### config.mk
export PLATFORM = sky130hd
export DESIGN_NAME = sat_cmd_sequencer
export DESIGN_NICKNAME = d
export VERILOG_FILES = /design/src/rtl/sat_pkg.sv /design/src/rtl/sat_frame_decoder.sv /design/src/rtl/sat_cmd_sequencer.sv
export SDC_FILE = /design/constraint.sdc
export NUM_CORES = 1
export LEC_CHECK = 0
export ABC_AREA = 1
export CAP_MARGIN = 5
export CORE_ASPECT_RATIO = 1.75
export CORE_MARGIN = 2
export CORE_UTILIZATION = 45
export DETAILED_ROUTE_END_ITERATION = 7
export PLACE_DENSITY_LB_ADDON = 0.3
export SETUP_SLACK_MARGIN = 0.3
export SLEW_MARGIN = 20
export SYNTH_ARGS = -nofsm -noshare
export SYNTH_HDL_FRONTEND = slang
export SYNTH_SLANG_ARGS = --single-unit
### constraint.sdc
create_clock -name clk -period 1.62 [get_ports clk]
set_input_delay 0.162 -clock clk [delete_from_list [all_inputs] [get_ports clk]]
set_output_delay 0.162 -clock clk [all_outputs]
set_load 0.02 [all_outputs]
### src/rtl/sat_pkg.sv
// Shared definitions for the SAT solver front end and the solver core:
// command opcodes, response codes, literal layout and sequencer states.
package sat_pkg;

  // Solver command opcodes (also the first byte of a host frame).
  localparam logic [7:0] CMD_NOP    = 8'h00;
  localparam logic [7:0] CMD_RESET  = 8'h01;
  localparam logic [7:0] CMD_CLAUSE = 8'h02;
  localparam logic [7:0] CMD_SOLVE  = 8'h03;
  localparam logic [7:0] CMD_READ   = 8'h04;

  // Response bytes returned to the host after SOLVE.
  localparam logic [7:0] RSP_SAT     = 8'h01;
  localparam logic [7:0] RSP_UNSAT   = 8'h02;
  localparam logic [7:0] RSP_TIMEOUT = 8'hFF;

  // Literal byte: bit7 = negated, bits6:0 = variable index, 0x00 = empty slot.
  localparam int LIT_NEG_BIT = 7;
  localparam int LIT_VAR_W   = 7;

  typedef enum logic [2:0] {
    ST_IDLE,
    ST_OPERAND,
    ST_ISSUE,
    ST_WAIT_SOLVE,
    ST_WAIT_READ,
    ST_EMIT
  } seq_state_t;

endpackage

### src/rtl/sat_frame_decoder.sv
// Classifies a frame opcode byte: whether it is a known command and how
// many operand bytes follow it.
module sat_frame_decoder
  import sat_pkg::*;
(
  input  logic [7:0] opcode,
  output logic       legal,
  output logic [1:0] n_operands
);

  // Opcode lookup; anything outside the command set is illegal.
  always_comb begin
    // NOTE: every output gets a default first so no path can infer a latch.
    legal      = 1'b1;
    n_operands = 2'd0;
    case (opcode)
      CMD_NOP, CMD_RESET, CMD_SOLVE: n_operands = 2'd0;
      CMD_CLAUSE:                    n_operands = 2'd3;
      CMD_READ:                      n_operands = 2'd1;
      default:                       legal      = 1'b0;
    endcase
  end

endmodule

### src/rtl/sat_cmd_sequencer.sv
// Front end for the SAT solver core: collects framed host commands, issues
// one-cycle command pulses with operands, waits for solve results or read
// data and returns a response byte to the host.
module sat_cmd_sequencer
  import sat_pkg::*;
#(
  parameter  int MAX_CLAUSES   = 256,
  parameter  int SOLVE_TIMEOUT = 1048576,
  parameter  int READ_LAT      = 1,
  localparam int CW            = $clog2(MAX_CLAUSES + 1)
) (
  input  logic          clk,
  input  logic          rst_n,
  input  logic [7:0]    in_data,
  input  logic          in_valid,
  output logic          in_ready,
  output logic [7:0]    out_data,
  output logic          out_valid,
  input  logic          out_ready,
  output logic [7:0]    cmd,
  output logic [7:0]    bus_a,
  output logic [7:0]    bus_b,
  output logic [7:0]    bus_c,
  input  logic          sat,
  input  logic          unsat,
  input  logic [7:0]    exbus,
  output logic          busy,
  output logic          err,
  output logic [CW-1:0] clause_count
);

  // One timer serves both the solve timeout and the read latency.
  localparam int TW = $clog2(SOLVE_TIMEOUT + READ_LAT + 2);

  seq_state_t    state, state_nxt;
  logic [7:0]    opcode_q, opnd0, opnd1, rsp, launch_op;
  logic [1:0]    opnd_left, dec_nops;
  logic [TW-1:0] timer;
  logic          dec_legal, accept, launch, cap_full, timed_out, read_due;

  sat_frame_decoder u_dec (
    .opcode     (in_data),
    .legal      (dec_legal),
    .n_operands (dec_nops)
  );

  assign in_ready  = (state == ST_IDLE) || (state == ST_OPERAND);
  assign accept    = in_valid && in_ready;
  assign out_data  = rsp;
  assign launch_op = (state == ST_IDLE) ? in_data : opcode_q;
  assign cap_full  = (clause_count == CW'(MAX_CLAUSES));
  assign timed_out = (SOLVE_TIMEOUT != 0) && (timer == TW'(SOLVE_TIMEOUT - 1));
  assign read_due  = (timer == TW'(READ_LAT - 1));

  // State register.
  always_ff @(posedge clk) begin
    // NOTE: sequential state uses non-blocking assignments so every register
    // samples pre-edge values regardless of statement order.
    if (!rst_n) state <= ST_IDLE;
    else        state <= state_nxt;
  end

  // Next-state logic, launch strobe (final frame byte taken) and status outputs.
  always_comb begin
    state_nxt = state;
    launch    = 1'b0;
    busy      = (state != ST_IDLE);
    out_valid = (state == ST_EMIT);
    case (state)
      ST_IDLE:
        if (accept && dec_legal && (in_data != CMD_NOP)) begin
          if (dec_nops == 2'd0) begin
            launch    = 1'b1;
            state_nxt = ST_ISSUE;
          end else begin
            state_nxt = ST_OPERAND;
          end
        end
      ST_OPERAND:
        if (accept && (opnd_left == 2'd1)) begin
          launch    = 1'b1;
          state_nxt = ST_ISSUE;
        end
      ST_ISSUE:
        case (opcode_q)
          CMD_SOLVE: state_nxt = ST_WAIT_SOLVE;
          CMD_READ:  state_nxt = ST_WAIT_READ;
          default:   state_nxt = ST_IDLE;
        endcase
      ST_WAIT_SOLVE:
        if (sat || unsat || timed_out) state_nxt = ST_EMIT;
      ST_WAIT_READ:
        if (read_due) state_nxt = ST_EMIT;
      ST_EMIT:
        if (out_ready) state_nxt = ST_IDLE;
      default:
        state_nxt = ST_IDLE;
    endcase
  end

  // Frame capture, command issue, counters, error flag and response capture.
  always_ff @(posedge clk) begin
    if (!rst_n) begin
      opcode_q     <= CMD_NOP;
      opnd_left    <= 2'd0;
      opnd0        <= 8'h00;
      opnd1        <= 8'h00;
      cmd          <= CMD_NOP;
      bus_a        <= 8'h00;
      bus_b        <= 8'h00;
      bus_c        <= 8'h00;
      clause_count <= '0;
      err          <= 1'b0;
      timer        <= '0;
      rsp          <= 8'h00;
    end else begin
      // The command pulse lasts only the cycle after launch.
      cmd <= CMD_NOP;

      if (state == ST_IDLE && accept) begin
        opcode_q  <= in_data;
        opnd_left <= dec_nops;
        if (!dec_legal) err <= 1'b1;
      end

      if (state == ST_OPERAND && accept) begin
        opnd_left <= opnd_left - 2'd1;
        if (opnd_left == 2'd3) opnd0 <= in_data;
        if (opnd_left == 2'd2) opnd1 <= in_data;
      end

      // Counters and flags change together with the pulse so the solver and
      // the host see a consistent view during the ISSUE cycle.
      if (launch) begin
        case (launch_op)
          CMD_RESET: begin
            cmd          <= CMD_RESET;
            clause_count <= '0;
            err          <= 1'b0;
          end
          CMD_CLAUSE: begin
            if (cap_full) begin
              err <= 1'b1;
            end else begin
              cmd          <= CMD_CLAUSE;
              bus_a        <= opnd0;
              bus_b        <= opnd1;
              bus_c        <= in_data;
              clause_count <= clause_count + 1'b1;
            end
          end
          CMD_SOLVE: cmd <= CMD_SOLVE;
          CMD_READ: begin
            cmd   <= CMD_READ;
            bus_a <= in_data;
          end
          default: ;
        endcase
      end

      if (state == ST_ISSUE) timer <= '0;
      else if (state == ST_WAIT_SOLVE || state == ST_WAIT_READ) timer <= timer + 1'b1;

      if (state == ST_WAIT_SOLVE) begin
        if (sat) begin
          rsp <= RSP_SAT;
        end else if (unsat) begin
          rsp <= RSP_UNSAT;
        end else if (timed_out) begin
          rsp <= RSP_TIMEOUT;
          err <= 1'b1;
        end
      end

      if (state == ST_WAIT_READ && read_due) rsp <= exbus;
    end
  end

endmodule

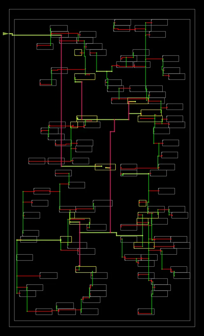
(images/final_clocks.png)
Clock Sinks: 95
clock group total power: 2.26 mW
Worst Skew: 0.00887 ns
FFs & Latches: 95

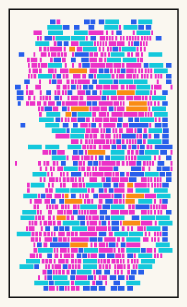
(images/cell_classes.png)
(2 px per µm)
- magenta: all other logic (cells 631)
- orange: clock drivers and dummy loads (cells 16)
- cyan: flops (cells 95)
- blue: other buffers and delay cells (cells 189)

==> results_slide.txt <==
Physical Implementation Snapshot

Setup path
  • Worst setup EP type: flip-flop
  • Setup crit start: state[0]
  • CP endpoint: bus_a[1]
  • Slowest-stage cell, CP: dfxtp_4
  • CP arrival: 2.22 ns
  • Reg-to-reg startpoint: state[0]

Power and ir drop
  • Cell-internal power: 5.70 mW
  • P per Cell Area: 1210 nW/µm²
  • P_sw: 3.77 mW

Job
  • OpenROAD warnings: 33
  • Max cap viols: 0

Logic synthesis
  • Number of cells in Yosys stat: 746
  • Number of enable flip-flop cells: 0
  • Cell Type Count: 45

Route
  • WL met2: 9320 µm
  • Initial DRT Pass Iterations: 4
  • Total number of vias: 5,830
  • Met1 wire length: 6140 µm

Status
  • Outcome: finished, violations left
  • Failing checks: setup timing

Clock tree
  • TritonCTS Buffers: 9

Layout
  • Area grow syn2layout: 57.3%

Global routing
  • Number of global-route vias before repair: 5,668

STA
  • Slack of the critical path: -0.312 ns
  • Final setup fails: 51

Floorplan
  • Io pins: 75
  • Chip area: 12,000 µm²
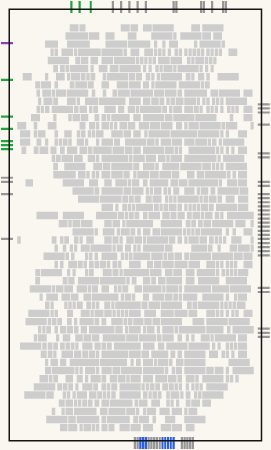
(images/pins.png)
(3 px per µm) Pins as bars across the die edge, other pins in gray.
- green: clause_count (pins 9; direction output; edge 6 left, 3 top)
- purple: clk (pins 1; direction input; edge left)
- blue: exbus (pins 8; direction input; edge bottom)
- all pins by edge: 29 right, 20 bottom, 15 top, 11 left

## placed cells by master (no fill, tap or decap), types with 4 or more instances in the layout
| cell type | n |
|---|---|
| dfxtp_1 | 81 |
| nor3_2 | 4 |
| buf_4 | 95 |
| a21oi_2 | 20 |
| nand4_1 | 13 |
| clkdlybuf4s50_1 | 17 |
| nor2_1 | 102 |
| clkbuf_16 | 10 |
| o21ai_2 | 8 |
| nor2_2 | 13 |
| buf_12 | 4 |
| dfxtp_4 | 4 |
| inv_4 | 6 |
| inv_1 | 81 |
| inv_2 | 4 |
| nand3_4 | 6 |
| dlygate4sd2_1 | 43 |
| nor3_1 | 6 |
| buf_6 | 19 |
| nand2_8 | 7 |
| nand2_4 | 21 |
| nand2_2 | 17 |
| conb_1 | 5 |
| nand3_1 | 37 |
| a21oi_1 | 40 |
| nand2_1 | 134 |
| o21ai_1 | 17 |
| nor2_4 | 11 |
| ha_1 | 5 |
| nand3_2 | 18 |
| dfxtp_2 | 10 |
| xor2_1 | 10 |
| o21ai_0 | 16 |
## stage by stage
step | util [%] | power (mW) | worst slack, ns
2_1_floorplan | - | 4.61 | -0.0119
5_1_grt | 72.9 | 9.85 | -0.431
6_report | 72.9 | 9.47 | -0.312
3_3_place_gp | 60.3 | 5.74 | -0.475
3_5_place_dp | 60.3 | 5.85 | -0.536
4_1_cts | 69.8 | 9.01 | -0.154
## cells by family after synthesis
group / Yosys count
simple gates: 400
buf+inv: 119
other cells: 1
fa+ha+maj: 7
xor+xnor: 12
compound gates: 112
flops: 95
## layout make-up
type	count	area [µm²]	share of cell area [%]
Clock buffer	11	253	3.22
Multi-Input combinational cell	538	3350	42.7
Inverter	93	374	4.77
Sequential cell	95	1930	24.6
Timing Repair Buffer	189	1720	21.9
Clock inverter	5	62.6	0.797
Tap cell	130	163	2.07
Power and IR drop assume default switching activity.
